[src/rtl/path_query_sequencer_pkg.sv]
// Shared types and constants for the two-waypoint path count sequencer:
// widths, FSM state encoding, query indices and the query routing table.
package path_query_sequencer_pkg;

   localparam int DEF_TAG_DW       = 12;
   localparam int DEF_NUM_PATHS_DW = 64;
   localparam int DEF_TIMEOUT_DW   = 20;

   typedef enum logic [2:0] {
      ST_IDLE  = 3'd0,
      ST_ISSUE = 3'd1,
      ST_WAIT  = 3'd2,
      ST_MUL   = 3'd3,
      ST_SUM   = 3'd4,
      ST_DONE  = 3'd5,
      ST_ERR   = 3'd6
   } state_t;

   typedef enum logic [1:0] {
      NODE_SVR = 2'd0,
      NODE_DAC = 2'd1,
      NODE_FFT = 2'd2,
      NODE_OUT = 2'd3
   } node_t;

   typedef struct packed {
      node_t src;
      node_t dst;
   } query_sel_t;

   // Chain A is Q0..Q2, chain B is Q3..Q5.
   localparam logic [2:0] Q_SVR_FFT = 3'd0;
   localparam logic [2:0] Q_FFT_DAC = 3'd1;
   localparam logic [2:0] Q_DAC_OUT = 3'd2;
   localparam logic [2:0] Q_SVR_DAC = 3'd3;
   localparam logic [2:0] Q_DAC_FFT = 3'd4;
   localparam logic [2:0] Q_FFT_OUT = 3'd5;

   // Endpoints of each query in issue order.
   function automatic query_sel_t query_sel(input logic [2:0] idx);
      query_sel_t sel;
      case (idx)
         Q_SVR_FFT: sel = '{src: NODE_SVR, dst: NODE_FFT};
         Q_FFT_DAC: sel = '{src: NODE_FFT, dst: NODE_DAC};
         Q_DAC_OUT: sel = '{src: NODE_DAC, dst: NODE_OUT};
         Q_SVR_DAC: sel = '{src: NODE_SVR, dst: NODE_DAC};
         Q_DAC_FFT: sel = '{src: NODE_DAC, dst: NODE_FFT};
         Q_FFT_OUT: sel = '{src: NODE_FFT, dst: NODE_OUT};
         default:   sel = '{src: NODE_SVR, dst: NODE_FFT};
      endcase
      return sel;
   endfunction

endpackage

[src/rtl/path_query_sequencer_if.sv]
// Query/count port between the sequencer (master) and the node network (slave).
interface path_query_sequencer_if
   import path_query_sequencer_pkg::*;
#(
   parameter int TAG_DW       = DEF_TAG_DW,
   parameter int NUM_PATHS_DW = DEF_NUM_PATHS_DW
);
   logic                    query_vld;
   logic [TAG_DW-1:0]       query_src;
   logic [TAG_DW-1:0]       query_dst;
   logic                    query_rdy;
   logic [NUM_PATHS_DW-1:0] count;
   logic                    count_vld;

   modport master (
      output query_vld, query_src, query_dst,
      input  query_rdy, count, count_vld
   );

   modport slave (
      input  query_vld, query_src, query_dst,
      output query_rdy, count, count_vld
   );
endinterface

[src/rtl/path_query_sequencer_mult.sv]
// Serial shift-add multiplier: the first partial product is taken on the go
// cycle, the remaining DW-1 on following cycles, so done pulses DW cycles
// after go. The full 2*DW product is kept so the caller can see overflow.
module path_mult #(
   parameter int DW = 64
) (
   input  logic            clk,
   input  logic            rst_n,
   input  logic            go,
   input  logic [DW-1:0]   a,
   input  logic [DW-1:0]   b,
   output logic            done,
   output logic [2*DW-1:0] prod
);
   localparam int CNT_W = $clog2(DW) + 1;
   localparam logic [CNT_W-1:0] CNT_LAST = CNT_W'(DW - 1);

   logic [2*DW-1:0] acc_r;
   logic [2*DW-1:0] mcand_r;
   logic [DW-1:0]   mplier_r;
   logic [CNT_W-1:0] cnt_r;
   logic            busy_r;
   logic            done_r;
   logic [2*DW-1:0] first_pp_s;
   logic [2*DW-1:0] step_pp_s;

   // Partial products for the go cycle and for each later step.
   always_comb begin
      first_pp_s = {(2*DW){1'b0}};
      step_pp_s  = {(2*DW){1'b0}};
      if (b[0]) begin
         first_pp_s = {{DW{1'b0}}, a};
      end else begin
         first_pp_s = {(2*DW){1'b0}};
      end
      if (mplier_r[0]) begin
         step_pp_s = mcand_r;
      end else begin
         step_pp_s = {(2*DW){1'b0}};
      end
   end

   // Shift-add datapath and step counter.
   always_ff @(posedge clk or negedge rst_n) begin
      if (!rst_n) begin
         acc_r    <= {(2*DW){1'b0}};
         mcand_r  <= {(2*DW){1'b0}};
         mplier_r <= {DW{1'b0}};
         cnt_r    <= {CNT_W{1'b0}};
         busy_r   <= 1'b0;
         done_r   <= 1'b0;
      end else if (go) begin
         acc_r    <= first_pp_s;
         mcand_r  <= {{(DW-1){1'b0}}, a, 1'b0};
         mplier_r <= b >> 1;
         cnt_r    <= CNT_W'(1);
         busy_r   <= 1'b1;
         done_r   <= 1'b0;
      end else if (busy_r) begin
         acc_r    <= acc_r + step_pp_s;
         mcand_r  <= mcand_r << 1;
         mplier_r <= mplier_r >> 1;
         cnt_r    <= cnt_r + CNT_W'(1);
         busy_r   <= (cnt_r != CNT_LAST);
         done_r   <= (cnt_r == CNT_LAST);
      end else begin
         done_r   <= 1'b0;
      end
   end

   assign done = done_r;
   assign prod = acc_r;
endmodule

[src/rtl/path_query_sequencer.sv]
// Issues the six (src,dst) path count queries of the two waypoint chains,
// multiplies the counts of each chain serially, skips the rest of a chain
// once its product is zero, and reports chainA + chainB.
module path_query_sequencer
   import path_query_sequencer_pkg::*;
#(
   parameter int NUM_PATHS_DW = DEF_NUM_PATHS_DW,
   parameter int TAG_DW       = DEF_TAG_DW,
   parameter int TIMEOUT_DW   = DEF_TIMEOUT_DW
) (
   input  logic                    clk,
   input  logic                    rst_n,
   input  logic                    start,
   input  logic [TAG_DW-1:0]       svr_tag,
   input  logic [TAG_DW-1:0]       dac_tag,
   input  logic [TAG_DW-1:0]       fft_tag,
   input  logic [TAG_DW-1:0]       out_tag,
   path_query_sequencer_if.master  net,
   output logic                    busy,
   output logic [NUM_PATHS_DW-1:0] result,
   output logic                    result_vld,
   output logic                    overflow,
   output logic                    error
);
   localparam int DW = NUM_PATHS_DW;
   localparam logic [TIMEOUT_DW-1:0] WD_LAST = {{(TIMEOUT_DW-1){1'b1}}, 1'b0};

   state_t            state_r;
   logic [TAG_DW-1:0] svr_tag_r, dac_tag_r, fft_tag_r, out_tag_r;
   logic [2:0]        qidx_r;
   logic [TIMEOUT_DW-1:0] wdog_r;
   logic [DW-1:0]     prod_a_r, prod_b_r;
   logic              query_vld_r;
   logic [TAG_DW-1:0] query_src_r, query_dst_r;
   logic              busy_r, result_vld_r, overflow_r, error_r;
   logic [DW-1:0]     result_r;

   logic              mult_go_s, mult_done_s;
   logic [2*DW-1:0]   mult_prod_s;
   logic [DW-1:0]     mult_a_s, mul_low_s;
   logic              mul_ovf_s, chain_b_s, chain_first_s, to_sum_s;
   logic [2:0]        next_qidx_s;
   logic [DW:0]       sum_s;
   query_sel_t        first_sel_s, next_sel_s;

   function automatic logic [TAG_DW-1:0] tag_of(input node_t n,
      input logic [TAG_DW-1:0] s, input logic [TAG_DW-1:0] d,
      input logic [TAG_DW-1:0] f, input logic [TAG_DW-1:0] o);
      case (n)
         NODE_SVR: return s;
         NODE_DAC: return d;
         NODE_FFT: return f;
         NODE_OUT: return o;
         default:  return s;
      endcase
   endfunction

   // Multiplier operands, chain bookkeeping, zero-skip routing and final sum.
   always_comb begin
      chain_b_s     = (qidx_r >= Q_SVR_DAC);
      chain_first_s = (qidx_r == Q_SVR_FFT) || (qidx_r == Q_SVR_DAC);
      mult_go_s     = (state_r == ST_WAIT) && net.count_vld;
      if (chain_first_s) begin
         mult_a_s = {{(DW-1){1'b0}}, 1'b1};
      end else if (chain_b_s) begin
         mult_a_s = prod_b_r;
      end else begin
         mult_a_s = prod_a_r;
      end
      mul_low_s = mult_prod_s[DW-1:0];
      mul_ovf_s = |mult_prod_s[2*DW-1:DW];
      if (qidx_r == Q_FFT_OUT) begin
         to_sum_s    = 1'b1;
         next_qidx_s = qidx_r;
      end else if (mul_low_s == {DW{1'b0}}) begin
         to_sum_s    = chain_b_s;
         next_qidx_s = chain_b_s ? qidx_r : Q_SVR_DAC;
      end else begin
         to_sum_s    = 1'b0;
         next_qidx_s = qidx_r + 3'd1;
      end
      first_sel_s = query_sel(Q_SVR_FFT);
      next_sel_s  = query_sel(next_qidx_s);
      sum_s       = {1'b0, prod_a_r} + {1'b0, prod_b_r};
   end

   path_mult #(.DW(DW)) u_mult (
      .clk  (clk),
      .rst_n(rst_n),
      .go   (mult_go_s),
      .a    (mult_a_s),
      .b    (net.count),
      .done (mult_done_s),
      .prod (mult_prod_s)
   );

   // Sequencer FSM with all outputs registered.
   always_ff @(posedge clk or negedge rst_n) begin
      if (!rst_n) begin
         state_r      <= ST_IDLE;
         svr_tag_r    <= {TAG_DW{1'b0}};
         dac_tag_r    <= {TAG_DW{1'b0}};
         fft_tag_r    <= {TAG_DW{1'b0}};
         out_tag_r    <= {TAG_DW{1'b0}};
         qidx_r       <= Q_SVR_FFT;
         wdog_r       <= {TIMEOUT_DW{1'b0}};
         prod_a_r     <= {DW{1'b0}};
         prod_b_r     <= {DW{1'b0}};
         query_vld_r  <= 1'b0;
         query_src_r  <= {TAG_DW{1'b0}};
         query_dst_r  <= {TAG_DW{1'b0}};
         busy_r       <= 1'b0;
         result_r     <= {DW{1'b0}};
         result_vld_r <= 1'b0;
         overflow_r   <= 1'b0;
         error_r      <= 1'b0;
      end else begin
         result_vld_r <= 1'b0;
         case (state_r)
            ST_IDLE, ST_DONE: begin
               if (start) begin
                  svr_tag_r   <= svr_tag;
                  dac_tag_r   <= dac_tag;
                  fft_tag_r   <= fft_tag;
                  out_tag_r   <= out_tag;
                  qidx_r      <= Q_SVR_FFT;
                  prod_a_r    <= {DW{1'b0}};
                  prod_b_r    <= {DW{1'b0}};
                  overflow_r  <= 1'b0;
                  busy_r      <= 1'b1;
                  query_vld_r <= 1'b1;
                  query_src_r <= tag_of(first_sel_s.src, svr_tag, dac_tag, fft_tag, out_tag);
                  query_dst_r <= tag_of(first_sel_s.dst, svr_tag, dac_tag, fft_tag, out_tag);
                  state_r     <= ST_ISSUE;
               end
            end
            ST_ISSUE: begin
               if (net.query_rdy) begin
                  query_vld_r <= 1'b0;
                  wdog_r      <= {TIMEOUT_DW{1'b0}};
                  state_r     <= ST_WAIT;
               end
            end
            ST_WAIT: begin
               if (net.count_vld) begin
                  state_r <= ST_MUL;
               end else if (wdog_r == WD_LAST) begin
                  wdog_r  <= wdog_r + TIMEOUT_DW'(1);
                  error_r <= 1'b1;
                  state_r <= ST_ERR;
               end else begin
                  wdog_r  <= wdog_r + TIMEOUT_DW'(1);
               end
            end
            ST_MUL: begin
               if (mult_done_s) begin
                  if (chain_b_s) begin
                     prod_b_r <= mul_low_s;
                  end else begin
                     prod_a_r <= mul_low_s;
                  end
                  overflow_r <= overflow_r | mul_ovf_s;
                  if (to_sum_s) begin
                     state_r <= ST_SUM;
                  end else begin
                     qidx_r      <= next_qidx_s;
                     query_vld_r <= 1'b1;
                     query_src_r <= tag_of(next_sel_s.src, svr_tag_r, dac_tag_r, fft_tag_r, out_tag_r);
                     query_dst_r <= tag_of(next_sel_s.dst, svr_tag_r, dac_tag_r, fft_tag_r, out_tag_r);
                     state_r     <= ST_ISSUE;
                  end
               end
            end
            ST_SUM: begin
               result_r     <= sum_s[DW-1:0];
               overflow_r   <= overflow_r | sum_s[DW];
               result_vld_r <= 1'b1;
               busy_r       <= 1'b0;
               state_r      <= ST_DONE;
            end
            ST_ERR: begin
               state_r <= ST_ERR;
            end
            default: begin
               state_r <= ST_IDLE;
            end
         endcase
      end
   end

   assign net.query_vld = query_vld_r;
   assign net.query_src = query_src_r;
   assign net.query_dst = query_dst_r;
   assign busy          = busy_r;
   assign result        = result_r;
   assign result_vld    = result_vld_r;
   assign overflow      = overflow_r;
   assign error         = error_r;
endmodule

[src/flat_wrapper.sv]
// flat-port wrapper written by rule: the top's interface ports become plain ports
module path_query_sequencer_flat import path_query_sequencer_pkg::*;
#(
   parameter int NUM_PATHS_DW = DEF_NUM_PATHS_DW,
   parameter int TAG_DW       = DEF_TAG_DW,
   parameter int TIMEOUT_DW   = DEF_TIMEOUT_DW
)
  (clk, rst_n, start, svr_tag, dac_tag, fft_tag, out_tag, busy, result, result_vld, overflow, error, net_query_vld, net_query_src, net_query_dst, net_query_rdy, net_count, net_count_vld);
  path_query_sequencer_if #(.TAG_DW(TAG_DW), .NUM_PATHS_DW(NUM_PATHS_DW)) net_i ();
  input  logic clk;
  input  logic rst_n;
  input  logic start;
  input  logic [TAG_DW-1:0] svr_tag;
  input  logic [TAG_DW-1:0] dac_tag;
  input  logic [TAG_DW-1:0] fft_tag;
  input  logic [TAG_DW-1:0] out_tag;
  output logic busy;
  output logic [NUM_PATHS_DW-1:0] result;
  output logic result_vld;
  output logic overflow;
  output logic error;
  output wire logic [$bits(net_i.query_vld)-1:0] net_query_vld;
  output wire logic [$bits(net_i.query_src)-1:0] net_query_src;
  output wire logic [$bits(net_i.query_dst)-1:0] net_query_dst;
  input wire logic [$bits(net_i.query_rdy)-1:0] net_query_rdy;
  input wire logic [$bits(net_i.count)-1:0] net_count;
  input wire logic [$bits(net_i.count_vld)-1:0] net_count_vld;
  assign net_query_vld = net_i.query_vld;
  assign net_query_src = net_i.query_src;
  assign net_query_dst = net_i.query_dst;
  assign net_i.query_rdy = net_query_rdy;
  assign net_i.count = net_count;
  assign net_i.count_vld = net_count_vld;
  path_query_sequencer #(.NUM_PATHS_DW(NUM_PATHS_DW), .TAG_DW(TAG_DW), .TIMEOUT_DW(TIMEOUT_DW)) u_core (.clk(clk), .rst_n(rst_n), .start(start), .svr_tag(svr_tag), .dac_tag(dac_tag), .fft_tag(fft_tag), .out_tag(out_tag), .net(net_i), .busy(busy), .result(result), .result_vld(result_vld), .overflow(overflow), .error(error));
endmodule
[config.mk]
export PLATFORM = sky130hd
export DESIGN_NAME = path_query_sequencer_flat
export DESIGN_NICKNAME = d
export VERILOG_FILES = /design/src/rtl/path_query_sequencer_pkg.sv /design/src/rtl/path_query_sequencer_if.sv /design/src/rtl/path_query_sequencer_mult.sv /design/src/rtl/path_query_sequencer.sv /design/src/flat_wrapper.sv
export SDC_FILE = /design/constraint.sdc
export NUM_CORES = 2
export LEC_CHECK = 0
export CAP_MARGIN = 10
export CORE_UTILIZATION = 35
export CTS_CLUSTER_SIZE = 28
export DETAILED_ROUTE_END_ITERATION = 16
export GPL_TIMING_DRIVEN = 1
export PLACE_DENSITY = 0.61
export SKIP_LAST_GASP = 1
export SLEW_MARGIN = 20
export SYNTH_ARGS = -nofsm -noshare
export SYNTH_HDL_FRONTEND = slang
export SYNTH_SLANG_ARGS = --single-unit
export TNS_END_PERCENT = 20
[constraint.sdc]
create_clock -name clk -period 3.7 [get_ports clk]
set_input_delay 0.74 -clock clk [delete_from_list [all_inputs] [get_ports clk]]
set_output_delay 0.74 -clock clk [all_outputs]
set_load 0.01 [all_outputs]
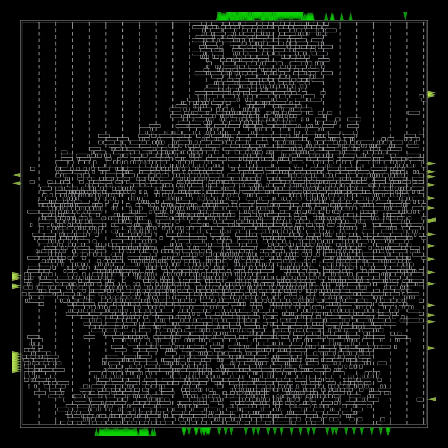
placement.png
Fill cells: 10800
core area: 0.111 mm2
final core utilization: 44.6%
fin cells: 6470

==> job_summary.md <==
## Implementation flow summary

| Metric | Value |
|---|---|
| CTS buffer count | `76` |
| Post-route clock period utilization | `101%` |
| Cell class contributing the biggest share of worst-path delay | `AND-OR/OR-AND gates` |
| Switching share of power | `40.8%` |
| Number of buffers and inverters on the critical path | `4` |
| Resized Gates After CTS | `44` |
| Simple-gate share of the synthesized area | `16.5%` |
| Clock transition at the registers of the reported paths | `0.06 ns` |
| Design Power | `37.3 mW` |
| Fin. max-slew vios | `0` |
| Max_cap viols | `0` |
| Critical path's largest stage delay | `0.46 ns` |
| Slew headroom | `43.1%` |
| Worst R2R Start | `u_core.u_mult.mplier_r[0]` |
| H-Tree Depth | `3` |
| Die H | `336 um` |
| Mapped Nets | `4717` |
| Root Buffer | `clkbuf_16` |
| Ys cells | `4401` |
| Post-synthesis cell area | `0.0391 mm2` |
| P_seq | `11.9 mW` |
| Combinational power | `17.5 mW` |
| Most frequent logic cell in the layout | `nand2_1` |
| FA/HA/MAJ Cells, Area Fraction | `6.41%` |
| VDD IR max | `0.000429 V` |
| GRT Total Usage | `21.0%` |
| Gate power share | `46.9%` |
| Crit path launch | `u_core.u_mult.mplier_r[0]` |
| Comb area leader | `AND-OR/OR-AND gates` |
| Startpoint Class | `flip-flop` |
| CP cell instances | `buf_8, and2_1, ha_4, buf_4, nand4_2, o22ai_2, buf_4, o211ai_1, a211oi_2, o21ai_4, a21o_1, nor3_1, nor2_1, o31ai_1, buf_4, xnor2_1, o21ai_0` |
| Min Hold Slack | `0.122 ns` |
| Worst Tran Pin Value | `0.853 ns` |
| Clk pwr share | `21.1%` |
| Remaining Overflow, GRT | `0` |
| First-pass GRT wire length | `192000 um` |
| Status | `complete, but fails checks` |
| Yosys synthesis warning count | `0` |
| Slowest CP cell | `dfrtp_2` |
| Final Skew | `0.0369 ns` |
| Hold_buf cts | `0` |
| DRC viols | `0` |
| Leakage | `23.4 nW` |
| Critical path depth | `17` |
| Post-Place Setup Slack | `-0.230 ns` |
| Aoi share | `20.9%` |
| Die extent in x | `336 um` |
| Final Net Count | `5234` |
| Placed Instances | `6316` |
| DR WL/cell | `18.5 um` |
| Sequential cell area fraction in the yosys report | `39.9%` |
| Critical path class | `flip-flop to flip-flop` |
| Syn_area_per_cell | `8.87 um2` |
| Via density | `5.34` |
| Min setup slack post-route | `-0.0506 ns` |
| Yosys xor share | `4.31%` |
| Initial Util | `35.3%` |
| CTS tree | `built` |
| Setup TNS | `-0.0980 ns` |
| Drt initial violations | `2403` |
| P_sw | `15.2 mW` |
| Post-DRT Antenna Nets | `0` |
| Clock Power | `7.85 mW` |
| Largest net degree at the start of global routing | `133` |
| TritonCTS Sinks | `622` |
| P per Cell Area | `755 mW/mm2` |
| Ys async rst share | `100%` |
| Failing checks | `negative setup slack` |
| Crit path max fanout | `33` |
| Initial antenna violation count | `3` |
| EDFF count, synth | `0` |
| Reg power frac | `32.0%` |
| Yosys reg bits | `622` |
| Synth mux share | `8.89%` |
| Setup Buffers After CTS | `2` |
| Largest register FFs | `128` |
| Final setup fails | `5` |
| Clk_lat worst skew | `0.67 ns` |
| Most frequent logic cells in the routed design | `nand2_1 (651), dfrtp_1 (620), buf_4 (464), o21ai_0 (399), a21oi_1 (307)` |
| Most frequent CP cell | `buf_4` |
| Hpwl dp | `88800 um` |
| Cells after Synth | `4401` |
| WP data required | `4.24 ns` |
| Internal power | `22.0 mW` |
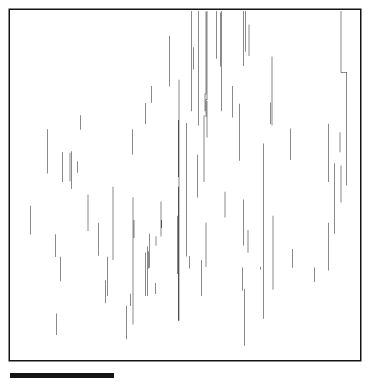
layer_met4.png
Bar = 100 um.
wire length on this layer	3530 um
longest straight run	231 um
Routed Wire Length: 119000 um
Vias: 34600

-- Yosys cell counts, types with 6 or more instances --
cell type  instances  area, um2
nand2_1          655       2460
dfrtp_1          622      15600
o21ai_0          428       2140
a21oi_1          330       1650
nor2_1           297       1110
mux2i_1          293       2930
clkbuf_1         214        803
ha_1             197       2460
and2_1           141        882
xnor2_1          116       1020
a21o_1            97        728
o22ai_1           87        544
nand4_1           80        500
xor2_1            76        666
inv_1             61        229
nor4_1            52        325
mux2_2            48        541
o21bai_1          48        360
o21ai_1           43        215
nand3_1           40        200
nor3_1            34        170
o31ai_1           29        218
o22a_1            24        210
buf_1             22       82.6
o21a_1            22        165
nand2b_1          21        131
nor2b_1           21        131
a221o_1           20        200
a31oi_1           19        119
buf_2             19       95.1
or3_1             19        119
o221ai_1          17        149
and3_1            16        100
o211ai_1          16        120
a21oi_2           15        131
a211oi_1          14        105
a22oi_1           13       97.6
a221oi_1           9       78.8
and4_1             8       70.1
a21boi_0           6       45.0
o2111ai_1          6       52.6
o21ai_2            6       52.6
-- final cells by class --
class / instances / area [um2] / share of cell area (%)
well taps: 1488 / 1860 / 3.77
flip-flops and latches: 622 / 15600 / 31.5
multi-input cells: 3460 / 23000 / 46.6
clock inverters: 41 / 489 / 0.991
repair buffers: 697 / 6030 / 12.2
clock buffers: 98 / 2140 / 4.35
diodes: 3 / 7.51 / 0.0152
inverters: 61 / 229 / 0.464
-- per-layer routing --
metal	up-vias	global-route usage, %	wire length (um)
li1	16900	-	-
met5	-	0	0
met1	16900	28.0	54000
met3	162	2.63	4300
met2	585	35.3	57500
met4	0	6.62	3530
Power figures rest on the tool's default switching activity, not on a simulated workload.
